===== src/rtl/ray_generator.sv =====
// Ray generator: walks a width x height pixel grid and streams one camera ray per pixel with its buffer address.
// Optional backpressure counter enabled by defining RAY_GEN_STALL_COUNT_EN; vectors pack components as {z, y, x}.
module ray_generator #(
  parameter int POSITION_WIDTH = 16,
  parameter int ADDRESS_WIDTH  = 32
) (
  input  logic                        clock,
  input  logic                        resetN,
  input  logic                        start,
  input  logic                        flush,
  input  logic [ADDRESS_WIDTH-1:0]    frameAddress,
  input  logic [3*POSITION_WIDTH-1:0] cameraQ,
  input  logic [3*POSITION_WIDTH-1:0] cameraV,
  input  logic [3*POSITION_WIDTH-1:0] cameraX,
  input  logic [3*POSITION_WIDTH-1:0] cameraY,
  input  logic [11:0]                 width,
  input  logic [11:0]                 height,
  output logic                        rayValid,
  input  logic                        rayTaken,
  output logic [3*POSITION_WIDTH-1:0] rayOrigin,
  output logic [3*POSITION_WIDTH-1:0] rayDirection,
  output logic [ADDRESS_WIDTH-1:0]    pixelAddress,
  output logic                        rayLast,
  output logic                        ready,
  output logic                        busy,
  output logic                        interrupt,
  output logic [31:0]                 stallCount
);

  localparam int PW = POSITION_WIDTH;
  localparam int VW = 3 * POSITION_WIDTH;

  typedef enum logic [0:0] {
    IDLE = 1'b0,
    RUN  = 1'b1
  } state_t;

  // Component-wise add; each lane wraps independently with no carry between lanes.
  function automatic logic [VW-1:0] vec_add(input logic [VW-1:0] a, input logic [VW-1:0] b);
    logic [VW-1:0] r;
    r = {VW{1'b0}};
    for (int i = 0; i < 3; i++) begin
      r[i*PW +: PW] = a[i*PW +: PW] + b[i*PW +: PW];
    end
    return r;
  endfunction

  state_t                   state_r, state_s;
  logic [11:0]              x_r, x_s, y_r, y_s;
  logic [11:0]              w_r, w_s, h_r, h_s;
  logic [VW-1:0]            q_r, q_s;
  logic [VW-1:0]            step_x_r, step_x_s, step_y_r, step_y_s;
  logic [VW-1:0]            row_base_r, row_base_s;
  logic [VW-1:0]            dir_r, dir_s;
  logic [ADDRESS_WIDTH-1:0] addr_r, addr_s;
  logic                     valid_r, valid_s;
  logic                     last_r, last_s;
  logic                     irq_r, irq_s;
  logic                     start_run_s;
  logic                     xfer_s;
  logic [11:0]              wm1_s, hm1_s;
  logic [VW-1:0]            next_row_s;

  assign xfer_s     = valid_r & rayTaken;
  assign wm1_s      = w_r - 12'd1;
  assign hm1_s      = h_r - 12'd1;
  assign next_row_s = vec_add(row_base_r, step_y_r);

  // Next-state and datapath update: start latch, pixel walk, frame end and flush.
  always_comb begin
    state_s     = state_r;
    x_s         = x_r;
    y_s         = y_r;
    w_s         = w_r;
    h_s         = h_r;
    q_s         = q_r;
    step_x_s    = step_x_r;
    step_y_s    = step_y_r;
    row_base_s  = row_base_r;
    dir_s       = dir_r;
    addr_s      = addr_r;
    valid_s     = valid_r;
    last_s      = last_r;
    irq_s       = 1'b0;
    start_run_s = 1'b0;
    case (state_r)
      IDLE: begin
        if (flush) begin
          state_s = IDLE;
          valid_s = 1'b0;
          last_s  = 1'b0;
        end else if (start) begin
          if ((width == 12'd0) || (height == 12'd0)) begin
            irq_s = 1'b1;
          end else begin
            state_s     = RUN;
            start_run_s = 1'b1;
            x_s         = 12'd0;
            y_s         = 12'd0;
            w_s         = width;
            h_s         = height;
            q_s         = cameraQ;
            step_x_s    = cameraX;
            step_y_s    = cameraY;
            row_base_s  = cameraV;
            dir_s       = cameraV;
            addr_s      = frameAddress;
            valid_s     = 1'b1;
            last_s      = (width == 12'd1) && (height == 12'd1);
          end
        end else begin
          state_s = IDLE;
        end
      end
      RUN: begin
        if (flush) begin
          state_s = IDLE;
          valid_s = 1'b0;
          last_s  = 1'b0;
        end else if (xfer_s) begin
          if (last_r) begin
            state_s = IDLE;
            valid_s = 1'b0;
            last_s  = 1'b0;
            irq_s   = 1'b1;
          end else if (x_r != wm1_s) begin
            x_s    = x_r + 12'd1;
            dir_s  = vec_add(dir_r, step_x_r);
            addr_s = addr_r + ADDRESS_WIDTH'(3'd4);
            last_s = ((x_r + 12'd1) == wm1_s) && (y_r == hm1_s);
          end else begin
            // Row wrap: the first pixel of the next row restarts from the advanced row base.
            x_s        = 12'd0;
            y_s        = y_r + 12'd1;
            row_base_s = next_row_s;
            dir_s      = next_row_s;
            addr_s     = addr_r + ADDRESS_WIDTH'(3'd4);
            last_s     = (wm1_s == 12'd0) && ((y_r + 12'd1) == hm1_s);
          end
        end else begin
          state_s = RUN;
        end
      end
      default: begin
        state_s = IDLE;
        valid_s = 1'b0;
        last_s  = 1'b0;
      end
    endcase
  end

  // State and datapath registers.
  always_ff @(posedge clock or negedge resetN) begin
    if (!resetN) begin
      state_r    <= IDLE;
      x_r        <= 12'd0;
      y_r        <= 12'd0;
      w_r        <= 12'd0;
      h_r        <= 12'd0;
      q_r        <= {VW{1'b0}};
      step_x_r   <= {VW{1'b0}};
      step_y_r   <= {VW{1'b0}};
      row_base_r <= {VW{1'b0}};
      dir_r      <= {VW{1'b0}};
      addr_r     <= {ADDRESS_WIDTH{1'b0}};
      valid_r    <= 1'b0;
      last_r     <= 1'b0;
      irq_r      <= 1'b0;
    end else begin
      state_r    <= state_s;
      x_r        <= x_s;
      y_r        <= y_s;
      w_r        <= w_s;
      h_r        <= h_s;
      q_r        <= q_s;
      step_x_r   <= step_x_s;
      step_y_r   <= step_y_s;
      row_base_r <= row_base_s;
      dir_r      <= dir_s;
      addr_r     <= addr_s;
      valid_r    <= valid_s;
      last_r     <= last_s;
      irq_r      <= irq_s;
    end
  end

`ifdef RAY_GEN_STALL_COUNT_EN
  logic [31:0] stall_r;

  // Counts cycles a beat is offered but not accepted; cleared when a frame starts.
  always_ff @(posedge clock or negedge resetN) begin
    if (!resetN) begin
      stall_r <= 32'd0;
    end else if (start_run_s) begin
      stall_r <= 32'd0;
    end else if (valid_r && !rayTaken) begin
      stall_r <= stall_r + 32'd1;
    end else begin
      stall_r <= stall_r;
    end
  end

  assign stallCount = stall_r;
`else
  assign stallCount = 32'd0;
`endif

  assign rayValid     = valid_r;
  assign rayLast      = last_r;
  assign rayOrigin    = q_r;
  assign rayDirection = dir_r;
  assign pixelAddress = addr_r;
  assign interrupt    = irq_r;
  assign ready        = (state_r == IDLE);
  assign busy         = (state_r == RUN);

endmodule


===== config.mk =====
export PLATFORM = sky130hd
export DESIGN_NAME = ray_generator
export DESIGN_NICKNAME = d
export VERILOG_FILES = /design/src/rtl/ray_generator.sv
export SDC_FILE = /design/constraint.sdc
export NUM_CORES = 1
export LEC_CHECK = 0
export ABC_AREA = 0
export CORE_UTILIZATION = 47
export DETAILED_ROUTE_END_ITERATION = 10
export PLACE_DENSITY = 0.77
export SETUP_SLACK_MARGIN = 0.2
export SYNTH_ARGS = -nofsm -noshare
export SYNTH_HDL_FRONTEND = slang
export SYNTH_SLANG_ARGS = --single-unit
export TNS_END_PERCENT = 10

===== constraint.sdc =====
create_clock -name clock -period 2.84 [get_ports clock]
set_clock_uncertainty 0.05 [all_clocks]
set_input_delay 0.568 -clock clock [delete_from_list [all_inputs] [get_ports clock]]
set_output_delay 0.568 -clock clock [all_outputs]
set_load 0.01 [all_outputs]

==> run_1/final_placement.png <==
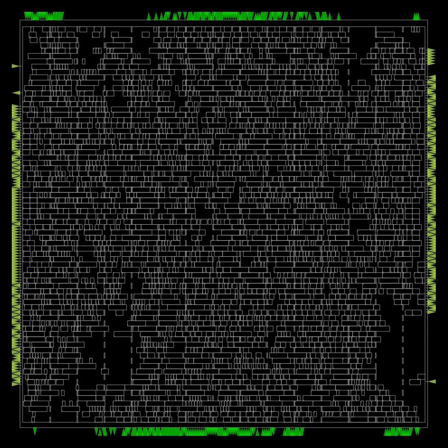
Std-Cell Core Area: 0.04120 sq mm
non-filler instance count after layout: 3,483
flop count: 324
tap cells: 532
flop share of the area: 28.99%

==> run_1/cell_classes.png <==
Fill, decap, tap and diode cells in grey.
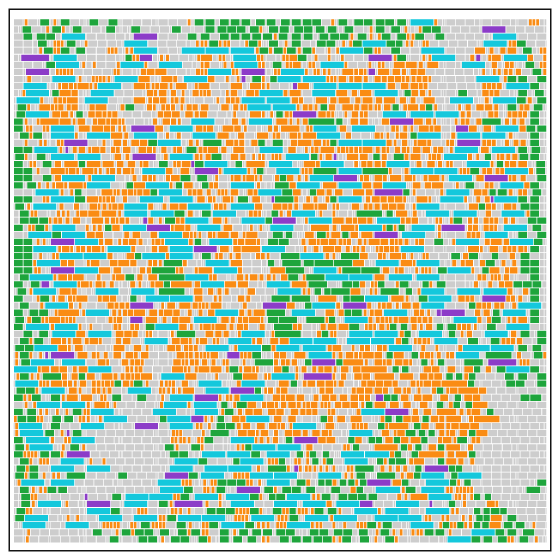
Key: flip-flops = cyan [cells 324]; clock drivers and dummy loads = purple [cells 68]; other buffers and delay cells = green [cells 611]; all other logic = orange [cells 1,944]

==> run_1/pins.png <==
Pins as bars across the die edge, other pins in grey.
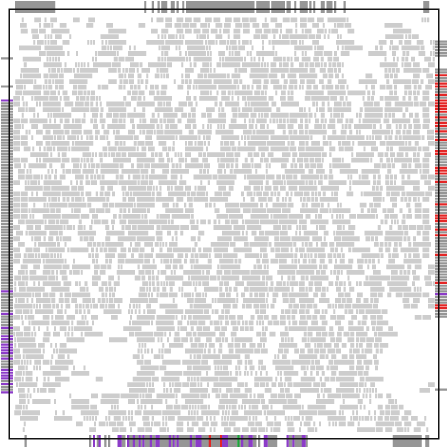
Key: cameraQ = purple [pins 48, direction input, edge 30 bottom, 17 left, 1 right]; ready = green [pins 1, direction output, edge bottom]; pixelAddress = red [pins 32, direction output, edge 30 right, 2 bottom]
All pins by edge: 115 bottom, 107 left, 100 top, 96 right.

==> run notes, run 1 <==
impl run done, here's what came out: routability-driven placement congestion ratio=just over 0.9, Nets=around 3,300, TritonCTS clock tree=done, routing usage on met3=between 5 and 6%, Routed WL=around 68 mm, global-route usage over all layers=31.39%, Area leader share=between 40% and 50%, startpoint types=flip-flop, setup ws final=-0.2910 ns, grt ovf=0, yosys xor share=under 10%, synthesized area=between 0.015 and 0.02 sq mm, most frequent cell after synthesis=nand2_1, Top Ports=418, failing checks=negative setup slack, Period minus WS final=~3.1 ns, fin util=roughly two thirds, maximum VDD drop=roughly 0.00044 V, Post-CTS Hold Buffers=1, htree depth=2, synth warn=0, reg-to-reg setup timing slack=-0.29 ns, outcome=finished, violations left, Tot Pwr=21.03 mW, Synth Flop Type=dfrtp_1, Fmax=319.4 MHz, mean post-synth cell area=slightly above 8 sq um, leading area contributor after synthesis=dfrtp_1, Reg power frac=between 30% and 40%, total of max-cap violations=0, Seq group=6.58 mW, CTS buffer count=38, Worst EP arrival=roughly 3.5 ns, final setup vio count=116, Slew Limit Fails=0, Worst path max stage delay=~0.48 ns, r2r worst-path depth=14, placed cell areas=between 0.02 and 0.03 sq mm, vias in the first global route=19,996, Layout non-clock buf frac=approximately 22%, die area=between 0.04 and 0.05 sq mm, hold_ws=0.3519 ns
==> run 2: changes to the inputs <==
- CAP_MARGIN: not set -> 40
- CTS_BUF_LIST: not set -> sky130_fd_sc_hd__clkbuf_4 sky130_fd_sc_hd__clkbuf_8 sky130_fd_sc_hd__clkbuf_16
==> run notes, run 2 <==
impl run done, here's what came out: maximum VDD drop=0.0004604 V (+5.8%), r2r worst-path depth=12 (-2), vias in the first global route=19,998 (+0.010%), fin util=68.07% (+0.14 points), failing checks=negative setup slack, hold_ws=0.3467 ns (-0.005173 ns), synth warn=0 (unchanged), Area leader share=40.89% (unchanged), synthesized area=0.01983 sq mm (unchanged), Worst EP arrival=3.47 ns (-0.04 ns), Nets=3,272 (-0.061%), most frequent cell after synthesis=nand2_1, TritonCTS clock tree=done, mean post-synth cell area=8.308 sq um (unchanged), setup ws final=-0.2623 ns (+0.02863 ns), final setup vio count=116 (unchanged), CTS buffer count=38 (unchanged), total of max-cap violations=0 (unchanged), Top Ports=418 (unchanged), Synth Flop Type=dfrtp_1, Post-CTS Hold Buffers=1 (unchanged), flop count=324 (unchanged), outcome=finished, violations left
==> run_2/cell_classes.png <==
Fill, decap, tap and diode cells in grey.
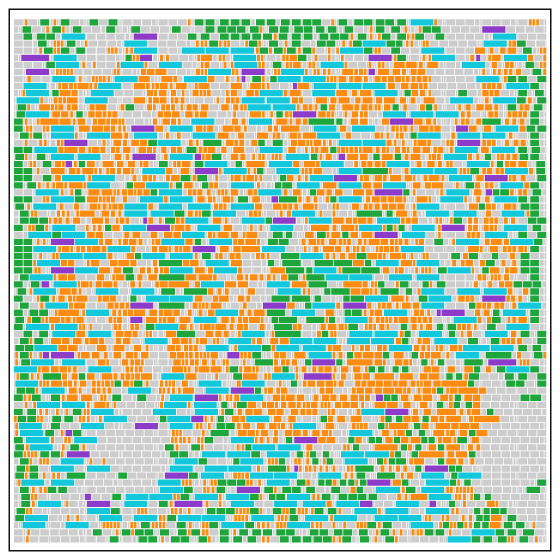
Key: clock drivers and dummy loads = purple [cells 68]; all other logic = orange [cells 1,944]; other buffers and delay cells = green [cells 609]; flip-flops = cyan [cells 324]

==> run_2/metal_stack.png <==
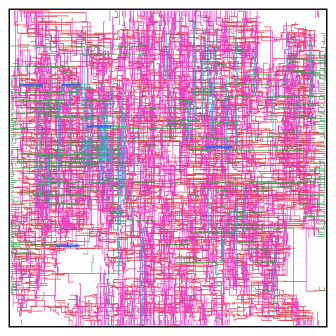
Key: met3 = green [wire length 4,740 um]; met2 = magenta [wire length 33.8 mm]; met4 = cyan [wire length 3,300 um]; met5 = blue [wire length 68.1 um]; met1 = red [wire length 27.3 mm]

==> run 3: changes to the inputs <==
- ABC_AREA: 0 -> 1
- CORE_UTILIZATION: 47 -> 48
- PLACE_DENSITY: 0.77 -> 0.78
- RECOVER_POWER: not set -> 50
==> run notes, run 3 <==
impl run done, here's what came out: outcome=finished, violations left, failing checks=max-capacitance violations, max-slew violations, r2r worst-path depth=15 (+3), Area leader share=38.99% (-1.9 points), most frequent cell after synthesis=nand2_1, Vias=roughly 21,000, Nets=3,703 (+13%), flop count=324 (unchanged), Top Ports=418 (unchanged), final setup vio count=0 (-100%), mean post-synth cell area=7.097 sq um (-15%), total of max-cap violations=1 (+1), Synth Flop Type=dfrtp_1, Post-CTS Hold Buffers=1 (unchanged), CTS buffer count=39 (+2.6%), fin util=64.79% (-3.3 points), hold_ws=0.4158 ns (+0.06909 ns), vias in the first global route=20,401 (+2.0%), setup ws final=0.1971 ns (+0.4595 ns), TritonCTS clock tree=done, Slew Limit Fails=about 52
==> run_3/final_placement.png <==
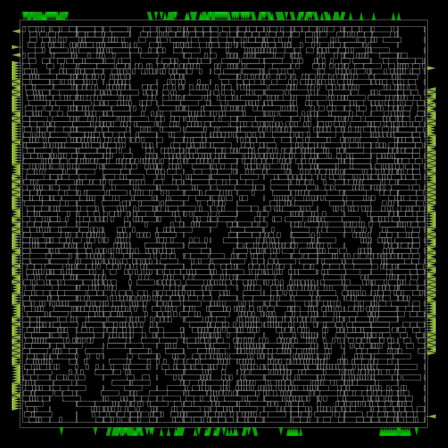
Rows: 75
flop share of the area: 29.59%
non-filler instance count after layout: 3,955
Std-Cell Core Area: 0.04232 sq mm

==> run_3/pins.png <==
Pins as bars across the die edge, other pins in grey.
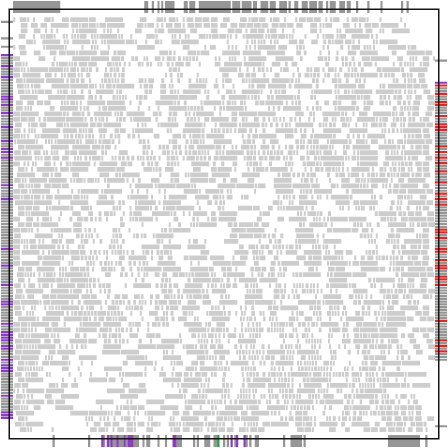
Key: ready = green [pins 1, direction output, edge bottom]; pixelAddress = red [pins 32, direction output, edge right]; cameraQ = purple [pins 48, direction input, edge 34 left, 13 bottom, 1 right]
All pins by edge: 135 left, 105 top, 103 right, 75 bottom.

No activity file was given, so power comes from the tool's default toggle rates.
